**src/rtl/counter_bank_pkg.sv**
```systemverilog
// Shared types and next-state decision helper for the counter bank channels.
package counter_bank_pkg;

  typedef enum logic [1:0] {
    OP_HOLD,
    OP_INC,
    OP_LOAD,
    OP_CLEAR
  } ctr_op_e;

  // Where a channel's next counter value comes from; width-independent so the
  // helper serves any width_p without truncation.
  typedef enum logic [2:0] {
    SRC_CUR,
    SRC_INC,
    SRC_ZERO,
    SRC_LOAD,
    SRC_INIT
  } ctr_src_e;

  typedef struct packed {
    ctr_src_e src;
    logic     ovf;
  } ctr_next_t;

  function automatic ctr_next_t ctr_next(input ctr_op_e op, input logic at_max,
                                         input logic saturate, input logic ovf);
    ctr_next_t r;
    r.src = SRC_CUR;
    r.ovf = ovf;
    case (op)
      OP_CLEAR: begin
        r.src = SRC_INIT;
        r.ovf = 1'b0;
      end
      OP_LOAD: r.src = SRC_LOAD;
      OP_INC: begin
        if (at_max) begin
          r.ovf = 1'b1;
          r.src = saturate ? SRC_CUR : SRC_ZERO;
        end else begin
          r.src = SRC_INC;
        end
      end
      default: r.src = SRC_CUR;
    endcase
    return r;
  endfunction

endpackage

```
**src/rtl/counter_bank_chan.sv**
```systemverilog
// One counter channel: counter register plus sticky overflow flag, driven by a decoded op.
module counter_bank_chan
  import counter_bank_pkg::*;
#(
  parameter int unsigned          width_p    = 32,
  parameter logic [width_p-1:0]   init_val_p = '0,
  parameter bit                   saturate_p = 1'b0
) (
  input  logic               clk,
  input  logic               rst,
  input  ctr_op_e            op,
  input  logic [width_p-1:0] load_val,
  output logic [width_p-1:0] ctr,
  output logic               ovf
);

  ctr_next_t          nxt;
  logic [width_p-1:0] ctr_nxt;

  always_comb begin
    nxt = ctr_next(op, &ctr, saturate_p, ovf);
    case (nxt.src)
      SRC_INC:  ctr_nxt = ctr + 1'b1;
      SRC_ZERO: ctr_nxt = '0;
      SRC_LOAD: ctr_nxt = load_val;
      SRC_INIT: ctr_nxt = init_val_p;
      default:  ctr_nxt = ctr;
    endcase
  end

  always_ff @(posedge clk or posedge rst) begin
    if (rst) begin
      ctr <= init_val_p;
      ovf <= 1'b0;
    end else begin
      ctr <= ctr_nxt;
      ovf <= nxt.ovf;
    end
  end

endmodule

```
**src/rtl/counter_bank.sv**
```systemverilog
// Bank of independent event counters with atomic shadow snapshot and registered
// single-channel readback.
module counter_bank
  import counter_bank_pkg::*;
#(
  parameter int unsigned width_p    = 32,
  parameter int unsigned num_ctrs_p = 4,
  parameter int unsigned init_val_p = 0,
  parameter int unsigned saturate_p = 0,
  localparam int unsigned sel_w     = (num_ctrs_p > 1) ? $clog2(num_ctrs_p) : 1
) (
  input  logic                          clk_i,
  input  logic                          reset_i,
  input  logic [num_ctrs_p-1:0]         en_i,
  input  logic [num_ctrs_p-1:0]         event_i,
  input  logic [num_ctrs_p-1:0]         clear_i,
  input  logic                          load_i,
  input  logic [sel_w-1:0]              load_sel_i,
  input  logic [width_p-1:0]            load_val_i,
  input  logic                          snapshot_i,
  input  logic [sel_w-1:0]              rd_sel_i,
  output logic [num_ctrs_p*width_p-1:0] ctr_r_o,
  output logic [num_ctrs_p-1:0]         ovf_r_o,
  output logic [width_p-1:0]            rd_data_o,
  output logic                          rd_ovf_o
);

  localparam logic [width_p-1:0] init_lp = width_p'(init_val_p);
  localparam bit                 sat_lp  = (saturate_p != 0);

  logic [num_ctrs_p*width_p-1:0] shadow_ctr;
  logic [num_ctrs_p-1:0]         shadow_ovf;
  logic [width_p-1:0]            rd_data_nxt;
  logic                          rd_ovf_nxt;

  for (genvar k = 0; k < num_ctrs_p; k++) begin : g_chan
    ctr_op_e op;

    // Out-of-range load_sel_i matches no channel, so the load is dropped.
    always_comb begin
      if (clear_i[k])                                     op = OP_CLEAR;
      else if (load_i && (load_sel_i == sel_w'(k)))       op = OP_LOAD;
      else if (en_i[k] && event_i[k])                     op = OP_INC;
      else                                                op = OP_HOLD;
    end

    counter_bank_chan #(
      .width_p    (width_p),
      .init_val_p (init_lp),
      .saturate_p (sat_lp)
    ) u_chan (
      .clk      (clk_i),
      .rst      (reset_i),
      .op       (op),
      .load_val (load_val_i),
      .ctr      (ctr_r_o[k*width_p +: width_p]),
      .ovf      (ovf_r_o[k])
    );
  end

  // Shadow captures the pre-edge live registers, so same-cycle updates are excluded.
  always_ff @(posedge clk_i or posedge reset_i) begin
    if (reset_i) begin
      shadow_ctr <= {num_ctrs_p{init_lp}};
      shadow_ovf <= '0;
    end else if (snapshot_i) begin
      shadow_ctr <= ctr_r_o;
      shadow_ovf <= ovf_r_o;
    end
  end

  always_comb begin
    rd_data_nxt = '0;
    rd_ovf_nxt  = 1'b0;
    for (int k = 0; k < num_ctrs_p; k++) begin
      if (rd_sel_i == sel_w'(k)) begin
        rd_data_nxt = shadow_ctr[k*width_p +: width_p];
        rd_ovf_nxt  = shadow_ovf[k];
      end
    end
  end

  always_ff @(posedge clk_i or posedge reset_i) begin
    if (reset_i) begin
      rd_data_o <= '0;
      rd_ovf_o  <= 1'b0;
    end else begin
      rd_data_o <= rd_data_nxt;
      rd_ovf_o  <= rd_ovf_nxt;
    end
  end

endmodule
```
**config.mk**
```make
export PLATFORM = sky130hd
export DESIGN_NAME = counter_bank
export DESIGN_NICKNAME = d
export VERILOG_FILES = /design/src/rtl/counter_bank_pkg.sv /design/src/rtl/counter_bank_chan.sv /design/src/rtl/counter_bank.sv
export SDC_FILE = /design/constraint.sdc
export NUM_CORES = 1
export LEC_CHECK = 0
export CAP_MARGIN = 25
export CORE_ASPECT_RATIO = 1.2
export CORE_MARGIN = 2
export CORE_UTILIZATION = 30
export CTS_BUF_LIST = sky130_fd_sc_hd__clkbuf_4 sky130_fd_sc_hd__clkbuf_8
export DETAILED_ROUTE_END_ITERATION = 10
export MAX_ROUTING_LAYER = met4
export PLACE_DENSITY = 0.52
export SLEW_MARGIN = 25
export SYNTH_ARGS = -nofsm -noshare
export SYNTH_HDL_FRONTEND = slang
export SYNTH_SLANG_ARGS = --single-unit
```
**constraint.sdc**
```tcl
create_clock -name clk_i -period 10.85 [get_ports clk_i]
set_input_delay 2.17 -clock clk_i [delete_from_list [all_inputs] [get_ports clk_i]]
set_output_delay 2.17 -clock clk_i [all_outputs]
set_load 0.02 [all_outputs]
```
class_map.png
(1.5 px per um) Fill, decap, tap and diode cells in grey.
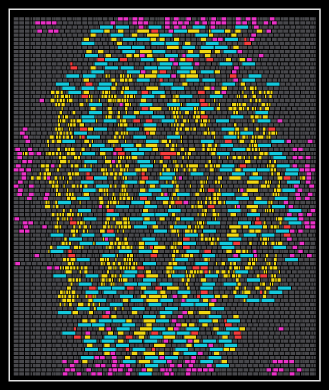
registers: drawn in cyan, cells 297, share of their area 42%. remaining logic cells: drawn in yellow, cells 986, share of their area 39%. clock drivers and dummy loads: drawn in red, cells 82, share of their area 5.7%. remaining buffers and delay cells: drawn in magenta, cells 235, share of their area 13%.
Final Instance Area: 0.01855 mm2
flop share of the area: 40.07%
cell row count: 88

clock_nets.png
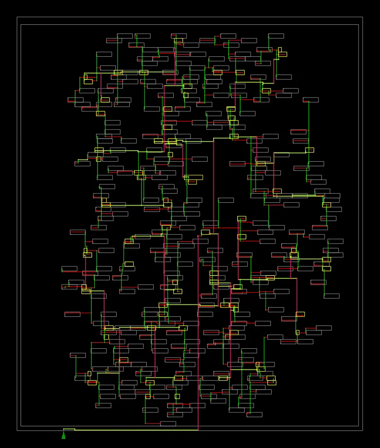
skew final: 0.02399 ns
clock sinks: 297

port_trees.png
(1.5 px per um)
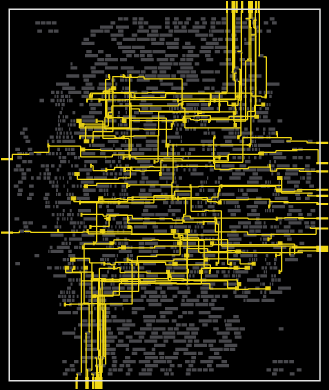
load_val_i: drawn in yellow, bits 32, direction input, edge 11 right, 10 top, 9 bottom, 2 left, end cells 129, buffers 32, wire 6540 um.
port buffer count: 216
IO Count: 217

==> flow_metrics.tcl <==
# collected from the flow reports
set metrics [dict create \
    fill_cells 4756 \
    cts_setup_buffers 0 \
    comb_area_share_pct 37.32 \
    diodes 2 \
    cp-start-kind "input pin" \
    place_ws_ns 5.682 \
    place_area_mm2 0.01753 \
    cts_buffers 50 \
    cts_resized 0 \
    worstReg2RegEnd "g_chan[0].u_chan.ctr[15]" \
    root_buffer "clkbuf_8" \
    swShare_pct 29.16 \
    xor_area_share_pct 1.131 \
    simple_gate_area_share_pct 17.91 \
    status "finished clean" \
    place_congestion 0.9011 \
    criticalPathCategory "in -> reg" \
    dp_hpwl_um 42980 \
    required_ns 11.33 \
    clock_buffers 73 \
    fa_ha_area_share_pct 0.3400 \
    warnings 26 \
    r2r-start "g_chan[0].u_chan.ctr[0]" \
    seq_cells 297 \
    via_per_inst 5.622 \
    ys_area_mm2 0.01472 \
    internal_power_mw 1.935 \
    cts_tree "yes" \
    edf_count 0 \
    holdPathEnd "shadow_ctr[95]" \
    drt_iter0_drc 946 \
    fin_cells 2232 \
    num-nonclk-inverters 22 \
    cp_max_fo 8 \
    initial_utilization_pct 30.52 \
    signal_buffers 235 \
    dr.pass1.iters 5 \
    clk_pin_slew_worst_paths_ns 0.06 \
    post_synth_num_cell_types 65 \
    critPathLaunch "en_i[1]" \
    coreArea_mm2 0.04823 \
    p_leak_nw 7.590 \
    antenna_found_initial 2 \
    dominant-cell-class "sequential cells" \
    topCellsByArea "dfrtp_1 (50%), mux2_2 (10%), mux4_2 (5.0%)" \
    pwr-share-comb_pct 14.5 \
    hold_buffers 0 \
    top_area_share_pct 50.49 \
    ff_type "dfrtp_1" \
    grt_pass1_vias 12277 \
]
m2.png
(2 px per um) Cells faint in the background.
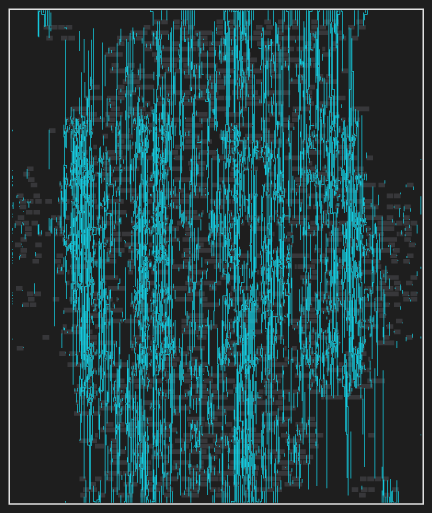
The layer carries 27.2 mm of wire. The wires run mostly vertical. 1369 nets have wire on it. The layer holds 47% of the routed length. The longest straight run is 105 um.
final wirelength: 57820 um
Vias: 12548
grt met2 use: 36.92%

clock_wires.png
(2 px per um)
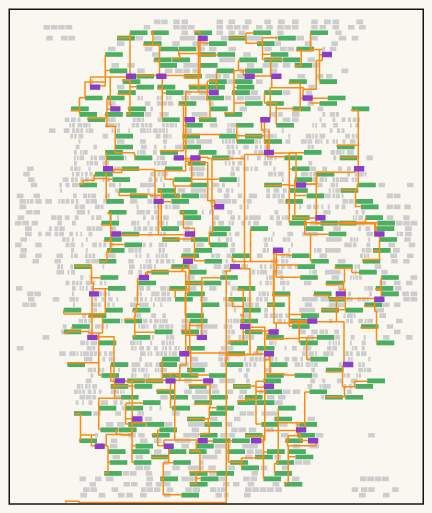
clock wires: drawn in orange, length 4470 um. flip-flops: drawn in green, count 297. clock-net drivers: drawn in purple, count 50.
There are 51 routed clock nets.

==> synth_stat cells (5+ instances only) <==
library cell / count
a211oi_1: 10
a21o_1: 13
a21oi_1: 40
a221o_1: 15
a22oi_1: 19
a31oi_1: 10
a32oi_1: 7
and2_1: 12
and3_1: 28
and4_1: 12
buf_1: 5
clkbuf_1: 59
dfrtp_1: 297
inv_1: 22
mux2_2: 133
mux4_2: 33
nand2_1: 164
nand2b_1: 6
nand3_1: 79
nand4_1: 32
nor2_1: 55
nor3_1: 35
nor3b_1: 9
nor4_1: 19
o211ai_1: 19
o21ai_0: 74
o311ai_0: 22
o31a_1: 5
o31ai_1: 10
or2_2: 5
or3_1: 14
or4_1: 13
xnor2_1: 10
xor2_1: 9
==> routing by layer <==
metal | share of wire [%] | vias up | global-route usage, %
met5 | 0 | - | -
met4 | 3.1 | 0 | 7.731
met3 | 6.0 | 110 | 2.698
met2 | 47 | 544 | 36.92
met1 | 44 | 6327 | 31.83
li1 | - | 5567 | -
==> state kept, by name, indices dropped and copies added, names as in the netlist <==
signal and flops:
rd_ovf_o 1, shadow_ovf 4, g_chan.u_chan.ovf 4, rd_data_o 32, shadow_ctr 128, g_chan.u_chan.ctr 128
==> worst max-delay path, cell delays in order <==
cell and delay (ns):
clkdlybuf4s50_1 0.51, nand2_1 0.26, or4_1 0.68, or4_1 0.76, nand2_2 0.25, o21ai_0 0.12
a221o_1 0.31
==> power groups by stage <==
stage                     Sequential (mW)  Clock, mW  Combinational [mW]
after floorplan                      1.31          0               0.168
after global placement               1.32          0               0.394
after detailed placement             1.32          0               0.396
after CTS                            1.30       1.06               0.398
after global routing                 1.31       1.11               0.422
final                                1.30       1.04               0.395
No activity file was given, so power comes from the tool's default toggle rates.
